## config.mk

```make
export PLATFORM = sky130hd
export DESIGN_NAME = bdd_eval_walker
export DESIGN_NICKNAME = d
export VERILOG_FILES = /design/src/rtl/bdd_eval_walker.sv
export SDC_FILE = /design/constraint.sdc
export NUM_CORES = 1
export LEC_CHECK = 0
export ABC_AREA = 1
export CORE_ASPECT_RATIO = 1.4
export CORE_MARGIN = 5
export CORE_UTILIZATION = 30
export DETAILED_ROUTE_END_ITERATION = 12
export DONT_BUFFER_PORTS = 1
export SLEW_MARGIN = 0
export SYNTH_ARGS = -nofsm -noshare
export SYNTH_HDL_FRONTEND = slang
export SYNTH_SLANG_ARGS = --single-unit
```

## constraint.sdc

```tcl
create_clock -name i_clk -period 4.6 [get_ports i_clk]
set_input_delay 1.15 -clock i_clk [delete_from_list [all_inputs] [get_ports i_clk]]
set_output_delay 1.15 -clock i_clk [all_outputs]
set_load 0.02 [all_outputs]
```

## src/rtl/bdd_eval_walker.sv

```systemverilog
// bdd_eval_walker
//   Walks a BDD stored in an external node-table sram. Starting from a root
//   address, each internal node is fetched, its variable is looked up in the
//   latched assignment vector, and the walk follows the high or low child
//   until a terminal node is reached. The walk reports the terminal value,
//   the number of internal nodes traversed, and an error flag. The error flag
//   is raised when a node references a variable outside the assignment vector,
//   or when MAX_STEPS internal nodes have been visited. The step limit is the
//   only cycle detection.
//
// Ports
//   i_clk, i_rst   clock and synchronous active-high reset
//   i_start        start request, sampled only while idle
//   i_root         root node address, latched on an accepted start
//   i_assign       variable values, latched on an accepted start
//   o_mem_addr     registered sram read address
//   o_mem_write    sram write enable, tied low
//   i_mem_data     sram read data, valid one cycle after o_mem_addr
//   o_busy         walk in progress (address/read phases)
//   o_done         one-cycle end-of-walk pulse
//   o_result       terminal value, held until the next start
//   o_error        walk aborted, held until the next start
//   o_steps        internal nodes traversed, held until the next start

module bdd_eval_walker #(
  parameter int ADDR_WIDTH = 4,
  parameter int DATA_WIDTH = 32,
  parameter int VAR_WIDTH  = 4,
  parameter int NUM_VARS   = 16,
  parameter int MAX_STEPS  = 16
) (
  input  logic                  i_clk,
  input  logic                  i_rst,
  input  logic                  i_start,
  input  logic [ADDR_WIDTH-1:0] i_root,
  input  logic [NUM_VARS-1:0]   i_assign,
  output logic [ADDR_WIDTH-1:0] o_mem_addr,
  output logic                  o_mem_write,
  input  logic [DATA_WIDTH-1:0] i_mem_data,
  output logic                  o_busy,
  output logic                  o_done,
  output logic                  o_result,
  output logic                  o_error,
  output logic [ADDR_WIDTH:0]   o_steps
);

  localparam int NUM_IDX = 2 ** VAR_WIDTH;
  localparam logic [ADDR_WIDTH:0] MAX_STEPS_W = (ADDR_WIDTH + 1)'(MAX_STEPS);
  localparam logic [ADDR_WIDTH:0] STEP_ONE    = (ADDR_WIDTH + 1)'(1);

  typedef enum logic [1:0] {
    ST_IDLE,
    ST_ADDR,
    ST_READ,
    ST_DONE
  } state_t;

  state_t                  state_q, state_d;
  logic [ADDR_WIDTH-1:0]   mem_addr_q, mem_addr_d;
  logic [NUM_VARS-1:0]     assign_vec_q, assign_vec_d;
  logic [ADDR_WIDTH:0]     steps_q, steps_d;
  logic                    result_q, result_d;
  logic                    error_q, error_d;

  // Node word fields
  logic                    node_term;
  logic                    node_value;
  logic [VAR_WIDTH-1:0]    node_var;
  logic [ADDR_WIDTH-1:0]   node_hi;
  logic [ADDR_WIDTH-1:0]   node_lo;
  logic                    var_oob;
  logic                    var_value;

  assign node_term  = i_mem_data[DATA_WIDTH-1];
  assign node_value = i_mem_data[0];
  assign node_var   = i_mem_data[2*ADDR_WIDTH+VAR_WIDTH-1 : 2*ADDR_WIDTH];
  assign node_hi    = i_mem_data[2*ADDR_WIDTH-1 : ADDR_WIDTH];
  assign node_lo    = i_mem_data[ADDR_WIDTH-1 : 0];

  // Bits of the node word that carry no meaning are deliberately ignored.
  logic unused_mem_bits;
  assign unused_mem_bits = ^i_mem_data;

  // The assignment vector is padded out to the full var-index range so that
  // any index the node word can encode selects a defined bit. Indices at or
  // above NUM_VARS are rejected separately through var_oob.
  logic [NUM_IDX-1:0] assign_ext;

  generate
    for (genvar gi = 0; gi < NUM_IDX; gi++) begin : g_assign_ext
      if (gi < NUM_VARS) begin : g_live
        assign assign_ext[gi] = assign_vec_q[gi];
      end else begin : g_pad
        assign assign_ext[gi] = 1'b0;
      end
    end
  endgenerate

  assign var_oob   = (32'(node_var) >= NUM_VARS);
  assign var_value = assign_ext[node_var];

  // State and datapath registers
  always_ff @(posedge i_clk) begin
    if (i_rst) begin
      state_q      <= ST_IDLE;
      mem_addr_q   <= '0;
      assign_vec_q <= '0;
      steps_q      <= '0;
      result_q     <= 1'b0;
      error_q      <= 1'b0;
    end else begin
      state_q      <= state_d;
      mem_addr_q   <= mem_addr_d;
      assign_vec_q <= assign_vec_d;
      steps_q      <= steps_d;
      result_q     <= result_d;
      error_q      <= error_d;
    end
  end

  // Next-state logic
  always_comb begin
    state_d      = state_q;
    mem_addr_d   = mem_addr_q;
    assign_vec_d = assign_vec_q;
    steps_d      = steps_q;
    result_d     = result_q;
    error_d      = error_q;

    case (state_q)
      ST_IDLE: begin
        if (i_start) begin
          assign_vec_d = i_assign;
          mem_addr_d   = i_root;
          steps_d      = '0;
          result_d     = 1'b0;
          error_d      = 1'b0;
          state_d      = ST_ADDR;
        end
      end

      // The sram captures o_mem_addr at the end of this cycle.
      ST_ADDR: begin
        state_d = ST_READ;
      end

      ST_READ: begin
        state_d = ST_DONE;
        if (node_term) begin
          result_d = node_value;
        end else if (var_oob) begin
          error_d = 1'b1;
        end else if (steps_q == MAX_STEPS_W) begin
          // Step budget already spent: treat as a cyclic table.
          error_d = 1'b1;
        end else begin
          mem_addr_d = var_value ? node_hi : node_lo;
          steps_d    = steps_q + STEP_ONE;
          state_d    = ST_ADDR;
        end
      end

      ST_DONE: begin
        state_d = ST_IDLE;
      end

      default: begin
        state_d = ST_IDLE;
      end
    endcase
  end

  assign o_mem_addr  = mem_addr_q;
  assign o_mem_write = 1'b0;
  assign o_busy      = (state_q == ST_ADDR) || (state_q == ST_READ);
  assign o_done      = (state_q == ST_DONE);
  assign o_result    = result_q;
  assign o_error     = error_q;
  assign o_steps     = steps_q;

endmodule

```

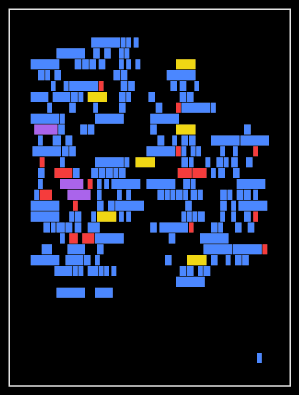
(run_1/sizes.png)
(4 px per um)
Blue marks _0 and _1 cells, cells 184, share 88%. Red marks _2 cells, cells 16, share 7.7%. Yellow marks _6 and larger, cells 6, share 2.9%. Purple marks _3 and _4 cells, cells 3, share 1.4%.
synth-to-layout area growth: 8.48%
Final Cell Area: 1630 um^2
Buffers excl. clock: 0

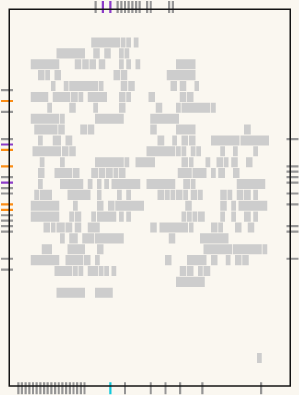
(run_1/io_placement.png)
(4 px per um) Pins as bars across the die edge, other pins in grey.
Purple marks i_root, pins 4, direction input, edge 2 west, 2 north. Orange marks o_steps, pins 5, direction output, edge west. Cyan marks o_done, pins 1, direction output, edge south.

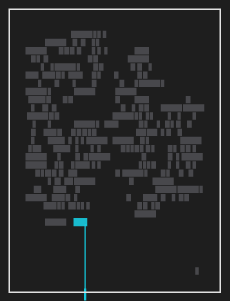
(run_1/io_fan.png)
(3 px per um)
Cyan marks o_done, direction output, end cells 1, buffers 0, wire 22.4 um.
Ports: 69
Buffers on Ports: 0

==> out/qor.txt, run 1 <==
Reg-to-reg startpoint = state_q[1]
Top layer in use = met4
Mapped Nets = 271
Core box area = 4880 um^2
HP Class = reg2reg
Synth Register Bits = 29
Initial antenna violation count = 0
AO/OA Area Share = 22.9%
Synthesized area per cell = 7.17 um^2
Critical path depth = 5
Area share of fa/ha/maj cells after synthesis = 4.99%
CP bufs+invs = 1
R2r setup slk = 2300 ps
Final worst-path setup slack = 2190 ps
Wire length on met1 = 1430 um
Relative slew slack = 42.2%
Cell mode on critical path = a21oi_1
P_leak = 0.684 nW
Tap cells = 64
Yosys warnings = 0
Clock Skew = 1.76 ps
Final setup TNS = 0 ps
Vias in the first global route = 1236
Hold path cells = 2
Met2 routed WL = 1820 um
Setup Crit Path Kind = in2reg
Mux share of post-synthesis cell area = 0%
Post-Place Cells = 266
Clk ins delay skew pair = 280 ps
Yosys Instances = 210
Cell Rows = 30
OpenROAD warnings = 49
Hold_sp = assign_ext[8]
ANT cells = 0
Gr ovfl total = 0
Register share after synthesis = 38.6%
Final hold slack = 441 ps
Status = completed
Clock sink count = 29
CTS H-tree lvls = 2
WP data required = 4810 ps
Final Slew Violations = 0
Peak Freq = 415 MHz
End-of-flow core utilization = 33.5%
Routed len/inst = 13.6 um
Synthesized instance count = 210
Max VDD drop = 0.164 mV
Clock buffers and inverters, area share = 5.29%
Nets = 270
Grt peak-use layer = met2
-- run 1: power by group --
group          internal [mW]  total (mW)  switching (mW)  leakage (nW)
combinational         0.0566       0.174           0.118         0.401
sequential             0.289       0.321          0.0319         0.239
clock                  0.118       0.209          0.0908        0.0443
-- run 1: cells in the mapped netlist (all sizes together) --
library cell / instances / share of area (%)
a311oi: 1 / 0.58
nand4: 3 / 1.7
o21a: 1 / 0.50
inv: 34 / 8.5
ha: 6 / 5.0
conb: 1 / 0.25
clkinv: 6 / 1.5
o21ai: 28 / 10
nor3: 2 / 1.4
nand3: 23 / 8.3
nand2: 29 / 7.4
buf: 3 / 1.3
clkbuf: 5 / 1.2
dfxtp: 29 / 39
a211oi: 1 / 0.50
a21oi: 30 / 11
nor2: 8 / 2.0
==> run_1/logic_types.png <==
(4 px per um)
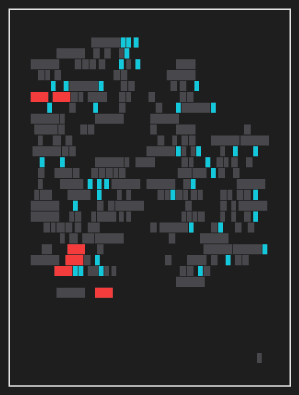

==> inputs of run 2 (changes only) <==
==> constraint.sdc (replaced) <==
create_clock -name i_clk -period 2.5 [get_ports i_clk]
set_input_delay 0.625 -clock i_clk [delete_from_list [all_inputs] [get_ports i_clk]]
set_output_delay 0.625 -clock i_clk [all_outputs]
set_load 0.02 [all_outputs]
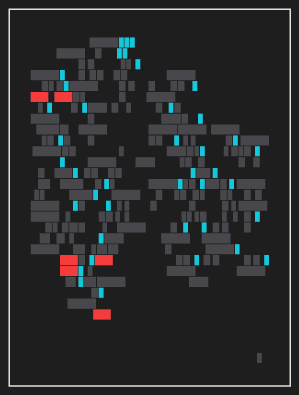
(run_2/logic_types.png)
(4 px per um)
Red marks adder and majority cells, cells 6, most used ha_1. Cyan marks inverters, cells 40, most used inv_1.

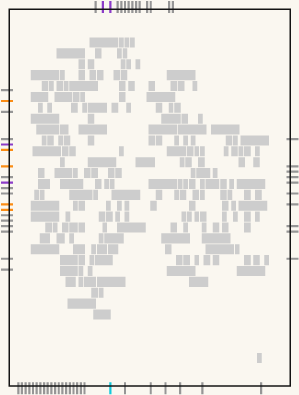
(run_2/io_placement.png)
(4 px per um) Pins as bars across the die edge, other pins in grey.
die height: 93.8 um
Die X-Extent: 69.9 um

==> run 2 against run 1 <==
Setup slack worse by 1600 ps; largest cell class unchanged; critical endpoint unchanged; flip-flop count did not move; wire length shrank 2.2%; largest power group unchanged; register-to-register slack got worse by 1700 ps; core utilization grew 0.31 points.
==> out/qor.txt, run 2 <==
Relative slew slack = 66.6%
Ys flop type = dfxtp_1
Initial antenna violation count = 0
Clk ins delay skew pair = 280 ps
WP data required = 2710 ps
Final hold slack = 407 ps
CTS H-tree lvls = 2
CP bufs+invs = 3
Area share of fa/ha/maj cells after synthesis = 4.99%
Synth Register Bits = 29
Top cells by count = dfxtp_1 (29), a21oi_1 (28), nand2_1 (28)
Wire length on met1 = 1380 um
End-of-flow core utilization = 33.8%
Top cells, area = dfxtp_1 (39%), a21oi_1 (9.3%), nand2_1 (7.0%), nand3_1 (7.0%), o21ai_0 (7.0%)
OpenROAD warnings = 49
Clock Power Share = 29.6%
Met2 routed WL = 1780 um
Yosys Instances = 210
Seq pwr = 0.588 mW
Yosys warnings = 0
Final worst-path setup slack = 638 ps
Vias in the first global route = 1239
Peak Freq = 537 MHz
Sw Ratio = 33.7%
Mapped Nets = 271
Synthesized instance count = 210
Status = completed
Synthesized area per cell = 7.17 um^2
Asr flop ratio synth = 0%
Largest area contributor in the netlist = dfxtp_1
Gr ovfl total = 0
Max VDD drop = 0.375 mV
Clock sink count = 29
P_comb = 0.326 mW
ANT cells = 0
Net Sw Power = 0.438 mW
Post-Place Cells = 268
==> run 2: cell count changes in the layout (fill, tap and decap cells not counted), sizes merged <==
cell	before	now
buf	0	2
==> run 2: layer usage <==
layer / vias up / global-route usage (%)
met1: 568 / 12.2
met5: - / 0
met4: 0 / 4.31
met2: 37 / 19.7
met3: 6 / 6.64
li1: 684 / -
==> run 2: final timing paths <==
path / start / to / slack [ps] / cells past startpoint
setup / recovery: state_q[1] / o_steps[3] / 640 / 8
setup reg to reg: state_q[1] / o_steps[3] / 640 / 8
hold reg to reg: assign_ext[6] / assign_ext[6] / 440 / 2
hold / removal: i_rst / o_steps[1] / 410 / 1
==> run 2: layout make-up <==
class,instances,area [um^2]
repair buffers,2,15.0
multi-input cells,133,736
inverters,40,150
well taps,64,80.1
fillers,546,3230
clock buffers,7,86.3
flip-flops and latches,29,581
==> run_2/io_fan.png <==
(3 px per um)
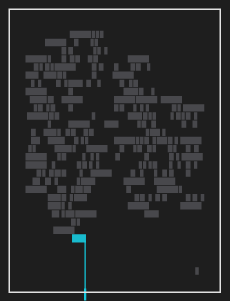

==> inputs of run 3 (changes only) <==
==> constraint.sdc (replaced) <==
create_clock -name i_clk -period 1.7 [get_ports i_clk]
set_input_delay 0.425 -clock i_clk [delete_from_list [all_inputs] [get_ports i_clk]]
set_output_delay 0.425 -clock i_clk [all_outputs]
set_load 0.02 [all_outputs]
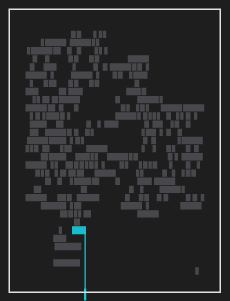
(run_3/io_fan.png)
(3 px per um)

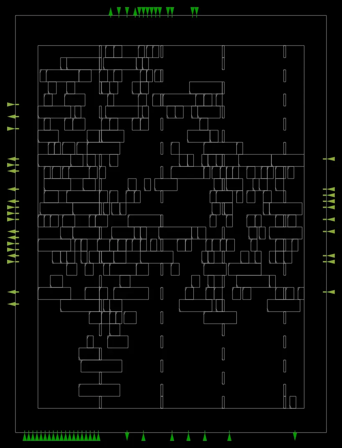
(run_3/placement.png)
end-of-flow core utilization: 36.6%
flop share of the area: 32.8%
tap cells: 64
Flop Count: 29
Cell Rows: 30

==> run 3 against run 2 <==
Area after synthesis unchanged; register-to-register slack got worse by 490 ps; global-route usage increased by 0.14 points; non-clock buffer count increased by 13; core utilization increased by 2.9 points; die area unchanged; largest cell class unchanged.
==> out/qor.txt, run 3 <==
Layout filler cell count = 540
Reg power frac = 42.7%
Top pwr grp = registers
Net Sw Power = 0.685 mW
Max VDD drop = 0.424 mV
OpenROAD warnings = 49
Top cells by count = dfxtp_1 (29), a21oi_1 (28), nand2_1 (28)
Die height = 93.8 um
Buffers excl. clock = 15
Hold path cells = 1
Synthesized instance count = 210
Sw Ratio = 33.5%
Status = completed
Gr ovfl total = 0
# clk buffers = 7
Clk ins delay skew pair = 280 ps
P_comb = 0.606 mW
Synth Register Bits = 29
Count leader, synth = dfxtp_1
GR Util met2 = 20.7%
Clock Skew = 4.70 ps
Routed len/inst = 13.2 um
Ys flop type = dfxtp_1
Relative slew slack = 66.5%
Multi-In Gates = 133
Comb pwr share = 29.7%
Wire length on met1 = 1390 um
Largest area contributor in the netlist = dfxtp_1
## run 3: cell counts after synthesis
No cell type changed its count.
## run 3: worst register-to-register path, stage by stage (launching register included)
cell,delay (ps)
dfxtp_2,340
inv_4,90
ha_4,160
inv_2,50
o21ai_4,130
nand2_2,110
inv_2,80
o21ai_4,70
nor3_4,230
nand3_1,100
nand2_1,60
nor2_1,40
## run 3: final timing paths
path                      start             to  slack, ps
setup / recovery     state_q[0]     o_steps[4]        150
hold / removal            i_rst     o_steps[1]        210
setup reg to reg     state_q[0]     o_steps[4]        150
hold reg to reg   assign_ext[7]  assign_ext[7]        440
## run 3: timing repair
item / 4_1_cts / 5_1_grt
hold endpoints to repair: 0 / 0
setup buffers: 0 / 5
setup endpoints to repair: 0 / 10
gates resized: 0 / 12
No activity file was given, so power comes from the tool's default toggle rates.
